## config.mk

```make
export PLATFORM = sky130hd
export DESIGN_NAME = ins_fetch_queue
export DESIGN_NICKNAME = d
export VERILOG_FILES = /design/src/rtl/fetch_pkg.sv /design/src/rtl/fetch_fifo.sv /design/src/rtl/ins_fetch_queue.sv
export SDC_FILE = /design/constraint.sdc
export NUM_CORES = 1
export LEC_CHECK = 0
export ABC_AREA = 1
export ABC_CLOCK_PERIOD_IN_PS = 3700
export CAP_MARGIN = 40
export CELL_PAD_IN_SITES_DETAIL_PLACEMENT = 1
export CELL_PAD_IN_SITES_GLOBAL_PLACEMENT = 2
export CORE_ASPECT_RATIO = 1.25
export CORE_MARGIN = 10
export CORE_UTILIZATION = 34
export DETAILED_ROUTE_END_ITERATION = 16
export PLACE_DENSITY_LB_ADDON = 0.1
export SLEW_MARGIN = 30
export SYNTH_ARGS = -nofsm -noshare
export SYNTH_HDL_FRONTEND = slang
export SYNTH_SLANG_ARGS = --single-unit
```

## constraint.sdc

```tcl
create_clock -name clk -period 3.7 [get_ports clk]
set_clock_uncertainty 0.2 [all_clocks]
set_input_delay 0.74 -clock clk [delete_from_list [all_inputs] [get_ports clk]]
set_output_delay 0.74 -clock clk [all_outputs]
set_load 0.01 [all_outputs]
```

## src/rtl/fetch_pkg.sv

```systemverilog
// Shared types and constants for the instruction fetch queue.
// Latency: n/a (declarations only). Backpressure: n/a.
// Fetch FSM encoding, queue entry layout, PC step and reset address.
package fetch_pkg;

   localparam int unsigned INS_WIDTH        = 32;
   localparam logic [31:0] PC_STEP          = 32'd4;
   localparam logic [31:0] RESET_PC_DEFAULT = 32'h0000_0000;

   typedef enum logic [1:0] {
      RUN     = 2'd0,
      WAIT    = 2'd1,
      DISCARD = 2'd2
   } fetch_state_t;

   typedef struct packed {
      logic [INS_WIDTH-1:0] ins;
      logic [31:0]          pc;
   } fetch_entry_t;

   function automatic logic [31:0] word_align(input logic [31:0] addr);
      return {addr[31:2], 2'b00};
   endfunction

endpackage

```

## src/rtl/fetch_fifo.sv

```systemverilog
// Generic DEPTH x WIDTH register FIFO with flush, registered head word and occupancy count.
// Latency: a push into an empty FIFO is visible at the head one cycle later.
// Backpressure: caller must only push with room (or with a same-cycle pop); pop when empty is ignored.
module fetch_fifo #(
   parameter int unsigned WIDTH = 64,
   parameter int unsigned DEPTH = 4
) (
   input  logic                     clk,
   input  logic                     rst_n,
   input  logic                     push,
   input  logic [WIDTH-1:0]         push_dat,
   input  logic                     pop,
   input  logic                     flush,
   output logic                     head_vld,
   output logic [WIDTH-1:0]         head_dat,
   output logic [$clog2(DEPTH):0]   count
);

   localparam int unsigned PW = $clog2(DEPTH);
   localparam int unsigned CW = PW + 1;

   logic [WIDTH-1:0] mem_q [DEPTH];
   logic [WIDTH-1:0] mem_d [DEPTH];
   logic [PW-1:0]    wr_ptr_q, wr_ptr_d;
   logic [PW-1:0]    rd_ptr_q, rd_ptr_d;
   logic [CW-1:0]    cnt_q, cnt_d;
   logic [WIDTH-1:0] head_q, head_d;
   logic             do_push;
   logic             do_pop;

   assign do_pop  = pop && (cnt_q != '0);
   assign do_push = push && ((cnt_q < CW'(DEPTH)) || do_pop);

   always_comb begin
      mem_d    = mem_q;
      wr_ptr_d = wr_ptr_q;
      rd_ptr_d = rd_ptr_q;
      cnt_d    = cnt_q;
      head_d   = head_q;
      if (flush) begin
         wr_ptr_d = '0;
         rd_ptr_d = '0;
         cnt_d    = '0;
      end else begin
         if (do_push) begin
            mem_d[wr_ptr_q] = push_dat;
            wr_ptr_d        = wr_ptr_q + 1'b1;
         end
         if (do_pop) begin
            rd_ptr_d = rd_ptr_q + 1'b1;
         end
         cnt_d = cnt_q + CW'(do_push) - CW'(do_pop);
         // The head register bypasses the array only when the pushed word becomes the head.
         if (cnt_d != '0) begin
            if (do_push && ((cnt_q - CW'(do_pop)) == '0)) begin
               head_d = push_dat;
            end else begin
               head_d = mem_q[rd_ptr_d];
            end
         end
      end
   end

   always_ff @(posedge clk or negedge rst_n) begin
      if (!rst_n) begin
         for (int i = 0; i < int'(DEPTH); i++) begin
            mem_q[i] <= '0;
         end
         wr_ptr_q <= '0;
         rd_ptr_q <= '0;
         cnt_q    <= '0;
         head_q   <= '0;
      end else begin
         mem_q    <= mem_d;
         wr_ptr_q <= wr_ptr_d;
         rd_ptr_q <= rd_ptr_d;
         cnt_q    <= cnt_d;
         head_q   <= head_d;
      end
   end

   assign head_vld = (cnt_q != '0);
   assign head_dat = head_q;
   assign count    = cnt_q;

endmodule

```

## src/rtl/ins_fetch_queue.sv

```systemverilog
// Instruction fetch: PC, imem req/ack fetch, prefetch queue to decode; FETCH_PERF_EN adds perf counters.
// Latency: ack at edge N gives ins_valid after edge N; imem_req/imem_addr are purely registered.
// Backpressure: ins_ready low fills the queue, then fetching stops until a slot frees up.
module ins_fetch_queue
   import fetch_pkg::*;
#(
   parameter int unsigned DEPTH    = 4,
   parameter logic [31:0] RESET_PC = RESET_PC_DEFAULT
) (
   input  logic        clk,
   input  logic        rst_n,
   output logic        imem_req,
   output logic [31:0] imem_addr,
   input  logic        imem_ack,
   input  logic [31:0] imem_data,
   input  logic        redirect,
   input  logic [31:0] redirect_pc,
   output logic        ins_valid,
   output logic [31:0] ins_out,
   output logic [31:0] ins_pc,
   input  logic        ins_ready
`ifdef FETCH_PERF_EN
   ,
   output logic [31:0] perf_fetched,
   output logic [31:0] perf_flushed
`endif
);

   localparam int unsigned CW = $clog2(DEPTH) + 1;

   fetch_state_t  state_q, state_d;
   logic [31:0]   fetch_pc_q, fetch_pc_d;
   logic          req_q, req_d;
   logic [31:0]   addr_q, addr_d;
   logic          ack_acc;
   logic          push;
   logic          pop;
   logic          flush;
   logic          drop;
   logic [CW-1:0] cnt;
   logic [CW-1:0] cnt_nxt;
   fetch_entry_t  push_ent;
   fetch_entry_t  head_ent;

   // Acks are only meaningful against our own outstanding request.
   assign ack_acc  = req_q && imem_ack;
   assign pop      = ins_valid && ins_ready;
   assign push_ent = '{ins: imem_data, pc: fetch_pc_q};

   always_comb begin
      state_d    = state_q;
      fetch_pc_d = fetch_pc_q;
      push       = 1'b0;
      flush      = 1'b0;
      drop       = 1'b0;
      if (redirect) begin
         flush      = 1'b1;
         fetch_pc_d = word_align(redirect_pc);
         drop       = ack_acc;
         state_d    = (req_q && !imem_ack) ? DISCARD : RUN;
      end else begin
         unique case (state_q)
            RUN, WAIT: begin
               if (req_q) begin
                  if (imem_ack) begin
                     push       = 1'b1;
                     fetch_pc_d = fetch_pc_q + PC_STEP;
                     state_d    = RUN;
                  end else begin
                     state_d = WAIT;
                  end
               end
            end
            DISCARD: begin
               if (ack_acc) begin
                  drop    = 1'b1;
                  state_d = RUN;
               end
            end
            default: state_d = RUN;
         endcase
      end

      cnt_nxt = flush ? '0 : (cnt + CW'(push) - CW'(pop));

      // The bus side is computed one cycle ahead so it never sees redirect/ack combinationally.
      if (state_d == RUN) begin
         req_d  = (cnt_nxt < CW'(DEPTH));
         addr_d = fetch_pc_d;
      end else begin
         req_d  = 1'b1;
         addr_d = addr_q;
      end
   end

   always_ff @(posedge clk or negedge rst_n) begin
      if (!rst_n) begin
         state_q    <= RUN;
         fetch_pc_q <= RESET_PC;
         req_q      <= 1'b0;
         addr_q     <= RESET_PC;
      end else begin
         state_q    <= state_d;
         fetch_pc_q <= fetch_pc_d;
         req_q      <= req_d;
         addr_q     <= addr_d;
      end
   end

   fetch_fifo #(
      .WIDTH ($bits(fetch_entry_t)),
      .DEPTH (DEPTH)
   ) u_fifo (
      .clk      (clk),
      .rst_n    (rst_n),
      .push     (push),
      .push_dat (push_ent),
      .pop      (pop),
      .flush    (flush),
      .head_vld (ins_valid),
      .head_dat (head_ent),
      .count    (cnt)
   );

   assign imem_req  = req_q;
   assign imem_addr = addr_q;
   assign ins_out   = head_ent.ins;
   assign ins_pc    = head_ent.pc;

`ifdef FETCH_PERF_EN
   logic [31:0] perf_fetched_q, perf_fetched_d;
   logic [31:0] perf_flushed_q, perf_flushed_d;

   always_comb begin
      perf_fetched_d = perf_fetched_q + 32'(push);
      perf_flushed_d = perf_flushed_q + 32'(drop);
      // A head popped in the redirect cycle was delivered, not flushed.
      if (flush) begin
         perf_flushed_d = perf_flushed_d + 32'(cnt) - 32'(pop);
      end
   end

   always_ff @(posedge clk or negedge rst_n) begin
      if (!rst_n) begin
         perf_fetched_q <= '0;
         perf_flushed_q <= '0;
      end else begin
         perf_fetched_q <= perf_fetched_d;
         perf_flushed_q <= perf_flushed_d;
      end
   end

   assign perf_fetched = perf_fetched_q;
   assign perf_flushed = perf_flushed_q;
`endif

endmodule

```

### Clock distribution, run 1

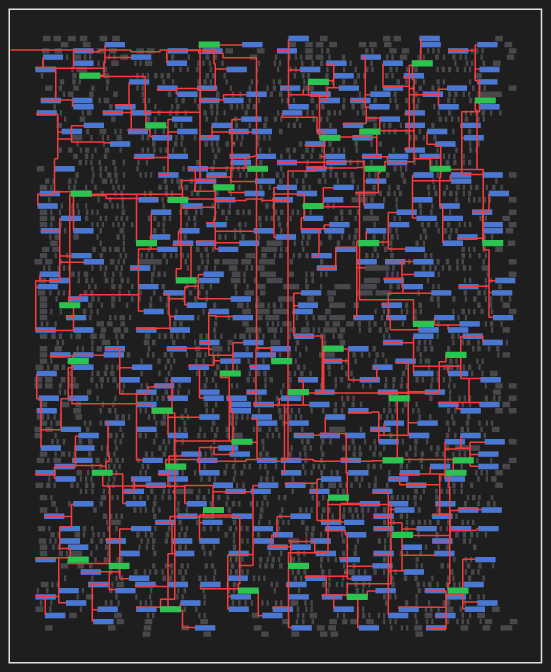
[clock wires] red | length: 6520 um
[flip-flops] blue | count: 394
[clock drivers] green | count: 45
flops lie	all over the die

### Cell sizes after repair, run 1

The bar under the picture is 50 um long.
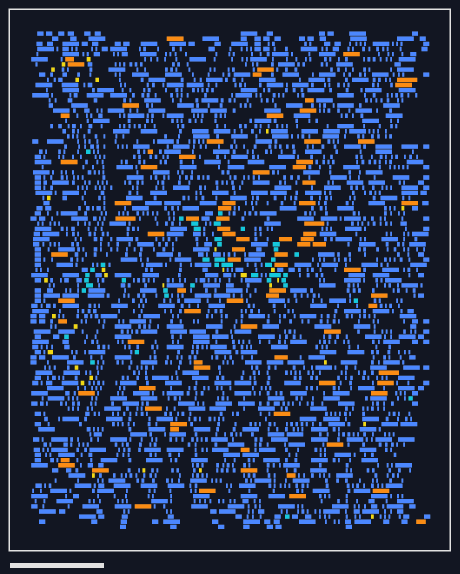
size	colour	cells	share
_6 and larger	orange	85	3.2%
_0 and _1 cells	blue	2518	94%
_3 and _4 cells	cyan	40	1.5%
_2 cells	yellow	30	1.1%

==> impl_metrics.py, run 1 <==
# Auto-generated metrics
metrics = {
    "run_status": {
        "status": "finished clean",
    },
    "placed_design": {
        "place_area_um2": 21650,
        "io_buffer_count": 164,
        "dp.cells": 3331,
        "post-dp-hpwl_um": 39960,
        "gp_congestion": 0.8313,
    },
    "routing": {
        "drtIter0Drc": 716,
        "wl_per_cell_um": 18.87,
        "viasPerCell": 4.956,
        "dr.pass1.iters": 4,
        "wl_um": 64440,
        "num_vias": 16920,
        "drc": 0,
        "ant_nets": 0,
    },
    "yosys": {
        "yosysSeqAreaShare_pct": 51.29,
        "synth_area_per_cell_um2": 7.541,
        "yosysUniqueCellTypes": 34,
        "yosys.area.top_type": "dfrtp_1",
        "top_cell": "nand2_1",
        "yosys_cells": 2549,
        "synth_nets": 2628,
        "yosysWarnings": 0,
        "synth.area.top_cells": "dfrtp_1 51%, nand2_1 15%, nand3_1 8.0%, inv_1 5.9%, o21ai_0 5.7%",
        "async_reset_ff_share_pct": 100.0,
        "ys_area_um2": 19220,
        "top_cell_area_share_pct": 51.29,
        "synth_flop_count": 394,
        "edf_count": 0,
        "syn_inst": 2549,
        "syn-cell-area_um2": 19220,
        "synth-main-ff-cell": "dfrtp_1",
        "post_synth_most_frequent_cells": "781 x nand2_1, 394 x dfrtp_1, 309 x nand3_1, 301 x inv_1, 225 x nor2_1",
    },
    "layout": {
        "layout-drive-gt1-share_pct": 5.799,
        "seq_cell_count": 394,
        "fillers": 6869,
        "logic_area_um2": 7465,
        "n_all_inverters": 305,
        "seq_area_um2": 9859,
        "antennaDiodeCount": 0,
        "largestClassByArea": "sequential cells",
        "sh_seq_area_pct": 42.47,
        "stdcell_count": 3415,
        "stdcell_area_um2": 23220,
        "syn2layout_area_growth_pct": 20.78,
        "comb_share_pct": 32.15,
        "nonClkBufAreaFrac_pct": 9.765,
        "clkbuf_count": 69,
        "logic_gates": 1678,
        "signal_buffers": 213,
        "nNetsFinal": 2716,
        "clock_cell_area_share_pct": 6.688,
    },
    "global_route": {
        "antenna_found_initial": 0,
        "grt_pass1_wl_um": 103400,
        "gr-total-overflow": 0,
        "grt_pass1_vias": 18190,
        "track_usage_pct": 19.52,
        "grt_max_degree": 107,
    },
    "floorplan": {
        "tap_cells": 742,
        "fp_util_pct": 34.28,
        "rows": 97,
        "die_y_um": 285.8,
        "core_area_um2": 56070,
        "die_area_um2": 66510,
        "die_w_um": 232.7,
        "num_io_pins": 167,
    },
    "cts": {
        "cts_tree": "built",
        "clockRootBuffer": "clkbuf_16",
        "cts_sinks": 394,
        "clockBufferDepth": 3,
        "h-tree-depth": 2,
        "cts_setup_buffers": 0,
        "clkLatencyLatePin_ns": 0.58,
        "numCtsBuffers": 45,
        "clk_pin_slew_ns": 0.06,
    },
    "timing": {
        "period_minus_slack_ns": 3.279,
        "fin_crit_sh_pct": 88.62,
        "max-slew-margin-rel_pct": 61.02,
        "rsz0062_at_grt": "no",
        "timing.fmax_mhz": 305.0,
        "worst_pin_slew_ns": 0.5847,
        "hold_viol": 0,
        "setup-tns-final_ns": 0,
        "slew_violations": 0,
        "finalSetupViolCount": 0,
    },
    "run": {
        "maxCapViolations": 0,
        "warning_count": 34,
    },
    "setup_path": {
        "worstPathRequired_ns": 3.96,
        "crit_path_end_kind": "flip-flop",
        "critical_path_class": "reg2reg",
        "cp.arrival_ns": 3.54,
        "cpPeakStageDelay_ns": 0.44,
        "path_cells": "inv_1 -> nand3_2 -> nand2_2 -> inv_1 -> ha_1 -> inv_1 -> ha_1 -> inv_1 -> fa_1 -> xor2_1 -> nand3_1 -> nand2_4 -> buf_4 -> nor2_1 -> nand2_1 -> nand2_1",
        "cp_max_fo": 30,
        "cp_slowest_cell": "dfrtp_1",
        "cpMostUsedCell": "inv_1",
        "start_kind": "flip-flop",
    },
    "power_and_ir_drop": {
        "p_seq_share_pct": 33.8,
        "power_frac_comb_pct": 43.0,
        "sw_frac_of_total_pct": 40.06,
        "p_sw_mw": 8.241,
        "clockPowerShare_pct": 23.2,
        "internal_power_mw": 12.33,
        "ir_drop_mv": 0.4022,
        "power_mw": 20.57,
        "power.density_nw_per_um2": 886.1,
        "p_leak_nw": 11.22,
    },
    "min_path": {
        "min_path_type": "reg2reg",
    },
}
### Ports around the boundary, run 1

Pins as bars across the die edge, other pins in grey.
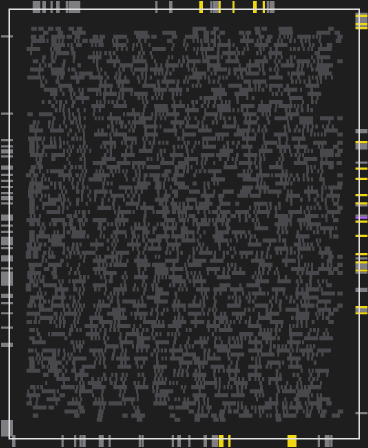
port	colour	pins	direction	edge
ins_ready	purple	1	input	east
imem_data	yellow	32	input	15 east, 10 south, 7 north
all pins by edge	52 west, 39 east, 38 north, 38 south

### M4 wires, run 1

The bar under the picture is 50 um long.
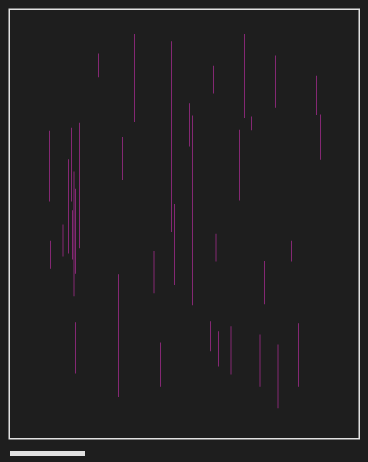
nets with wire on the layer	19
wire length on this layer	1540 um

run 1: layer usage:
metal	wire (um)	share of wire (%)	GRT usage [%]	up-vias
met4	1539	2.4	5.510	0
met5	0	0	0	-
met2	32600	51	34.86	227
li1	-	-	-	8094
met1	27940	43	23.69	8516
met3	2358	3.7	3.159	87
run 1: stage by stage:
stage	setup slack [ns]	utilization [%]	hold WS [ns]
after floorplan	0.6737	-	0.2444
after global routing	0.1279	41.41	0.3054
after detailed placement	-0.08316	38.62	0.2657
final	0.4211	41.41	0.2787
after CTS	0.3798	41.41	0.2852
after global placement	0.01051	38.62	0.2581
run 1: timing repair:
item                                   CTS  global route
gates resized                            0             0
hold buffers                             1             0
endpoints found under the hold margin   46             0
run 1: final timing paths:
kind,startpoint,endpoint,slack [ns],cells past startpoint
hold reg to reg,u_fifo.head_dat[23],u_fifo.head_dat[23],0.28,2
max in group asynchronous,rst_n,u_fifo.mem_q[84],1.96,3
setup / recovery,u_fifo.count[1],u_fifo.head_dat[19],0.42,16
setup reg to reg,u_fifo.count[1],u_fifo.head_dat[19],0.42,16
min in group asynchronous,rst_n,u_fifo.mem_q[40],0.48,2
hold / removal,u_fifo.head_dat[23],u_fifo.head_dat[23],0.28,2
run 1: cell families (layout without fill, tap and decap cells):
group                      Yosys count  in the layout  share of synthesized area (%)
and+or+nand+nor                   1351           1351                          28.89
DFF                                394            394                          51.29
adders and majority gates           10             10                         0.6900
xor gates and xnor gates             9              9                         0.4101
buffers and inverters              477            601                          10.33
AOI/OAI and AO/OA                  308            308                          8.384
run 1: worst max-delay path: cells and delay by family, from the launching register on:
| kind | cells | cell delay, ns |
|---|---|---|
| adders and majority gates | 3 | 0.80 |
| and+or+nand+nor | 7 | 0.77 |
| DFF | 1 | 0.44 |
| xor gates and xnor gates | 1 | 0.21 |
| buffers and inverters | 5 | 0.73 |
run 1: placed cells by master, fill, tap and decap left out, types with 5 or more instances in the layout:
| cell | instances |
|---|---|
| clkdlybuf4s50_1 | 163 |
| clkbuf_16 | 47 |
| inv_1 | 301 |
| buf_12 | 20 |
| clkbuf_8 | 12 |
| nor2_4 | 5 |
| nand2_1 | 779 |
| nand3_1 | 307 |
| ha_1 | 9 |
| nor2_1 | 220 |
| buf_4 | 28 |
| dfrtp_1 | 394 |
| a31oi_1 | 11 |
| or2_2 | 11 |
| a21oi_1 | 31 |
| o21ai_0 | 218 |
| nand4_1 | 14 |
| o21ai_1 | 31 |
| clkinv_2 | 9 |
| clkbuf_1 | 10 |
| xor2_1 | 6 |
| a21boi_0 | 6 |
run 1: power by group through the flow:
stage	logic, mW	registers (mW)	clock network, mW
floorplan	5.30	6.96	0
global placement	8.76	7.00	0
detailed placement	8.99	7.05	0
CTS	9.07	7.00	4.92
global route	10.1	7.17	5.10
finish	8.84	6.96	4.77
run 1: state kept, by name (all words and copies together) (netlist names):
name,cells
u_fifo.wr_ptr_q,2
imem_req,1
u_fifo.mem_q,256
u_fifo.head_dat,64
fetch_pc_q,32
u_fifo.count,3
u_fifo.rd_ptr_q,2
imem_addr,32
state_q,2
==> run 2: changes to the inputs <==
--- a/config.mk
+++ b/config.mk
@@ -13,6 +13,7 @@
 export CORE_ASPECT_RATIO = 1.25
 export CORE_MARGIN = 10
 export CORE_UTILIZATION = 34
+export CTS_BUF_LIST = sky130_fd_sc_hd__clkbuf_8 sky130_fd_sc_hd__clkbuf_16
 export DETAILED_ROUTE_END_ITERATION = 16
 export PLACE_DENSITY_LB_ADDON = 0.1
 export SLEW_MARGIN = 30
### Clock routing, run 2

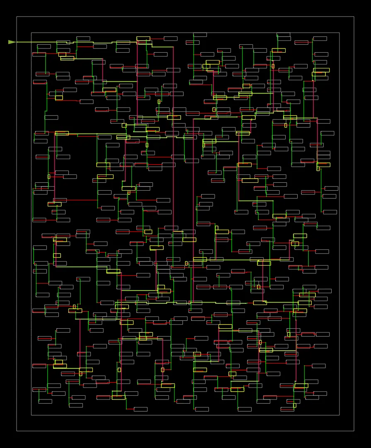
Sink Count: 394
flip-flops: 394
Num CTS Buffers: 45
worst skew pair latency: 0.58 ns

==> run 2 against run 1 <==
  * Flip-flop count is the same
  * Die area unchanged
  * Sequential share of layout area stayed put
  * Maximum frequency fell by 0.53%
  * Setup slack worse by 0.018 ns
  * Area after synthesis unchanged
  * Design area unchanged
  * Register-to-register slack worse by 0.02 ns
  * Count of clock-buffer cells in the layout shrank 10
  * Sequential power about the same
  * Critical path depth unchanged
  * Global-route usage is the same
  * Largest power group unchanged
==> impl_metrics.py, run 2 <==
# Auto-generated metrics
metrics = {
    "yosys": {
        "top_cell_area_share_pct": 51.29,
        "top_cell": "nand2_1",
        "yosysUniqueCellTypes": 34,
        "ys_sh_simple_pct": 28.89,
        "topCombFamilyByArea": "simple AND/OR/NAND/NOR gates",
        "yosysWarnings": 0,
        "synth_flop_count": 394,
        "aoi_share_pct": 8.384,
        "yosys_cells": 2549,
        "syn-cell-area_um2": 19220,
        "yosysSeqAreaShare_pct": 51.29,
        "synth_area_per_cell_um2": 7.541,
        "adder_share_pct": 0.6900,
        "synth_nets": 2628,
        "yosys.area.top_type": "dfrtp_1",
        "synth.area.top_cells": "dfrtp_1 51%, nand2_1 15%, nand3_1 8.0%, inv_1 5.9%, o21ai_0 5.7%",
        "async_reset_ff_share_pct": 100.0,
        "mux_area_share_pct": 0,
        "edf_count": 0,
        "synth-main-ff-cell": "dfrtp_1",
        "xor_share_pct": 0.4101,
        "post_synth_most_frequent_cells": "781 x nand2_1, 394 x dfrtp_1, 309 x nand3_1, 301 x inv_1, 225 x nor2_1",
        "syn_inst": 2549,
        "ys_area_um2": 19220,
    },
    "power_and_ir_drop": {
        "ir_drop_mv": 0.4022,
        "internal_power_mw": 12.30,
        "power.density_nw_per_um2": 885.0,
        "sw_frac_of_total_pct": 40.12,
        "p_sw_mw": 8.243,
        "power_frac_comb_pct": 43.1,
        "p_seq_share_pct": 33.9,
        "p_leak_nw": 11.26,
        "clockPowerShare_pct": 23.1,
    },
    "floorplan": {
        "die_y_um": 285.8,
        "rows": 97,
        "num_io_pins": 167,
        "core_area_um2": 56070,
        "fp_util_pct": 34.28,
        "die_area_um2": 66510,
        "die_w_um": 232.7,
    },
    "timing": {
        "slew_violations": 0,
        "rsz0062_at_grt": "no",
        "worst_pin_slew_ns": 0.5811,
        "fin_hold_ws_ns": 0.2787,
        "hold_viol": 0,
        "finalSetupViolCount": 0,
        "max-slew-margin-rel_pct": 61.26,
        "period_minus_slack_ns": 3.296,
        "fin_crit_sh_pct": 89.09,
        "timing.fmax_mhz": 303.4,
    },
    "layout": {
        "seq_area_um2": 9859,
        "nNetsFinal": 2716,
        "antennaDiodeCount": 0,
        "layout-drive-gt1-share_pct": 5.799,
        "stdcell_count": 3415,
        "syn2layout_area_growth_pct": 20.78,
        "fillers": 6869,
        "fin_util_pct": 41.41,
        "layout_top_cell": "nand2_1",
        "logic_area_um2": 7465,
        "largest_register": "u_fifo.mem_q",
        "largest_reg_flops": 256,
        "final_cell_mix": "779 x nand2_1, 394 x dfrtp_1, 311 x inv_1",
    },
    "routing": {
        "dr.pass1.iters": 5,
        "num_vias": 16950,
        "drtIter0Drc": 737,
        "ant_nets": 0,
        "drc": 0,
        "wl_um": 64430,
        "wl_per_cell_um": 18.87,
        "viasPerCell": 4.963,
    },
    "setup_path": {
        "cpMostUsedCell": "inv_1",
        "worstPathRequired_ns": 3.95,
        "critical_path_class": "reg2reg",
        "path_cells": "inv_1 -> nand3_2 -> nand2_2 -> inv_1 -> ha_1 -> inv_1 -> ha_1 -> inv_1 -> fa_1 -> xor2_1 -> nand3_1 -> nand2_4 -> buf_4 -> nor2_1 -> nand2_1 -> nand2_1",
        "start_kind": "flip-flop",
        "cpPeakStageDelay_ns": 0.45,
        "cp.arrival_ns": 3.55,
        "cp_slowest_cell": "dfrtp_1",
        "crit_path_end_kind": "flip-flop",
        "cp_max_fo": 30,
    },
    "placed_design": {
        "dp.cells": 3331,
        "io_buffer_count": 164,
        "post-dp-hpwl_um": 39960,
        "gp_congestion": 0.8313,
    },
    "global_route": {
        "gr-total-overflow": 0,
        "grt_pass1_wl_um": 103400,
        "grt_pass1_vias": 18190,
        "track_usage_pct": 19.52,
        "antenna_found_initial": 0,
        "grt_max_degree": 107,
    },
    "cts": {
        "h-tree-depth": 2,
        "clockRootBuffer": "clkbuf_16",
        "clk_pin_slew_ns": 0.06,
        "cts_setup_buffers": 0,
        "clockBufferDepth": 3,
        "cts_tree": "built",
    },
    "run": {
        "maxCapViolations": 0,
        "warning_count": 34,
    },
    "min_path": {
        "min_path_type": "reg2reg",
    },
    "run_status": {
        "status": "finished clean",
    },
}
### Ports around the boundary, run 2

Pins as bars across the die edge, other pins in grey.
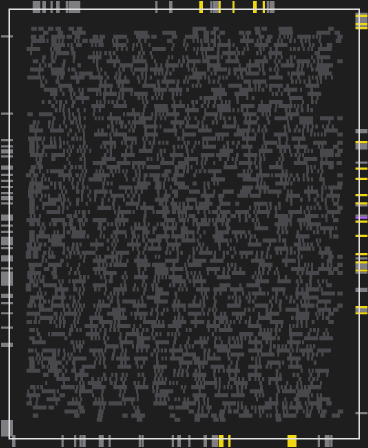
port	colour	pins	direction	edge
imem_data	yellow	32	input	15 east, 10 south, 7 north
ins_ready	purple	1	input	east
all pins by edge	52 west, 39 east, 38 north, 38 south

run 2: power groups by stage:
stage                     logic, mW  registers, mW  clock network (mW)
after floorplan                5.30           6.96                   0
after global placement         8.76           7.00                   0
after detailed placement       8.99           7.05                   0
after CTS                      9.07           7.00                4.90
after global routing           10.1           7.17                5.07
final                          8.85           6.96                4.74
run 2: repair_timing:
item                      4_1_cts  5_1_grt
resized                         0        0
hold buffers                    1        0
hold endpoints to repair       46        0
run 2: kinds of logic (layout without fill, tap and decap cells):
group           count (synthesis)  after routing
fa+ha+maj                      10             10
flops                         394            394
simple gates                 1351           1351
xor+xnor                        9              9
compound gates                308            308
buf+inv                       477            601
run 2: layout make-up:
cell class / count / share of cell area [%]
Clock buffer: 59 / 5.777
Timing Repair Buffer: 213 / 9.765
Sequential cell: 394 / 42.47
Inverter: 305 / 4.931
Clock inverter: 24 / 0.9108
Multi-Input combinational cell: 1678 / 32.15
Tap cell: 742 / 3.999
run 2: critical path, delay by kind of cell (launching register included):
| kind | cells | cell delay, ns |
|---|---|---|
| flops | 1 | 0.45 |
| buf+inv | 5 | 0.73 |
| fa+ha+maj | 3 | 0.80 |
| xor+xnor | 1 | 0.21 |
| simple gates | 7 | 0.77 |
run 2: worst paths after layout:
path                                  endpoint  slack (ns)                 from  cells past startpoint
setup / recovery           u_fifo.head_dat[19]        0.40      u_fifo.count[1]                     16
hold / removal             u_fifo.head_dat[23]        0.28  u_fifo.head_dat[23]                      2
setup reg to reg           u_fifo.head_dat[19]        0.40      u_fifo.count[1]                     16
hold reg to reg            u_fifo.head_dat[23]        0.28  u_fifo.head_dat[23]                      2
max in group asynchronous     u_fifo.mem_q[84]        1.95                rst_n                      3
min in group asynchronous     u_fifo.mem_q[40]        0.48                rst_n                      2
run 2: routing by layer:
layer  global-route usage (%)  routed length (um)  up-vias
met5                        0                   0        -
met4                    5.510                1564        0
met3                    3.159                2274       89
met2                    34.86               32540      225
met1                    23.69               28060     8542
li1                         -                   -     8091
run 2: stage by stage:
| stage | power (mW) | worst slack (ns) | cell area, um^2 | TNS (ns) |
|---|---|---|---|---|
| 2_1_floorplan | 12.26 | 0.6737 | 19220 | 0 |
| 3_5_place_dp | 16.04 | -0.08316 | 21650 | -1.029 |
| 5_1_grt | 22.33 | 0.1279 | 23220 | 0 |
| 4_1_cts | 20.96 | 0.3798 | 23220 | 0 |
| 6_report | 20.55 | 0.4036 | 23220 | 0 |
| 3_3_place_gp | 15.76 | 0.01051 | 21650 | 0 |
Power figures rest on the tool's default switching activity, not on a simulated workload.
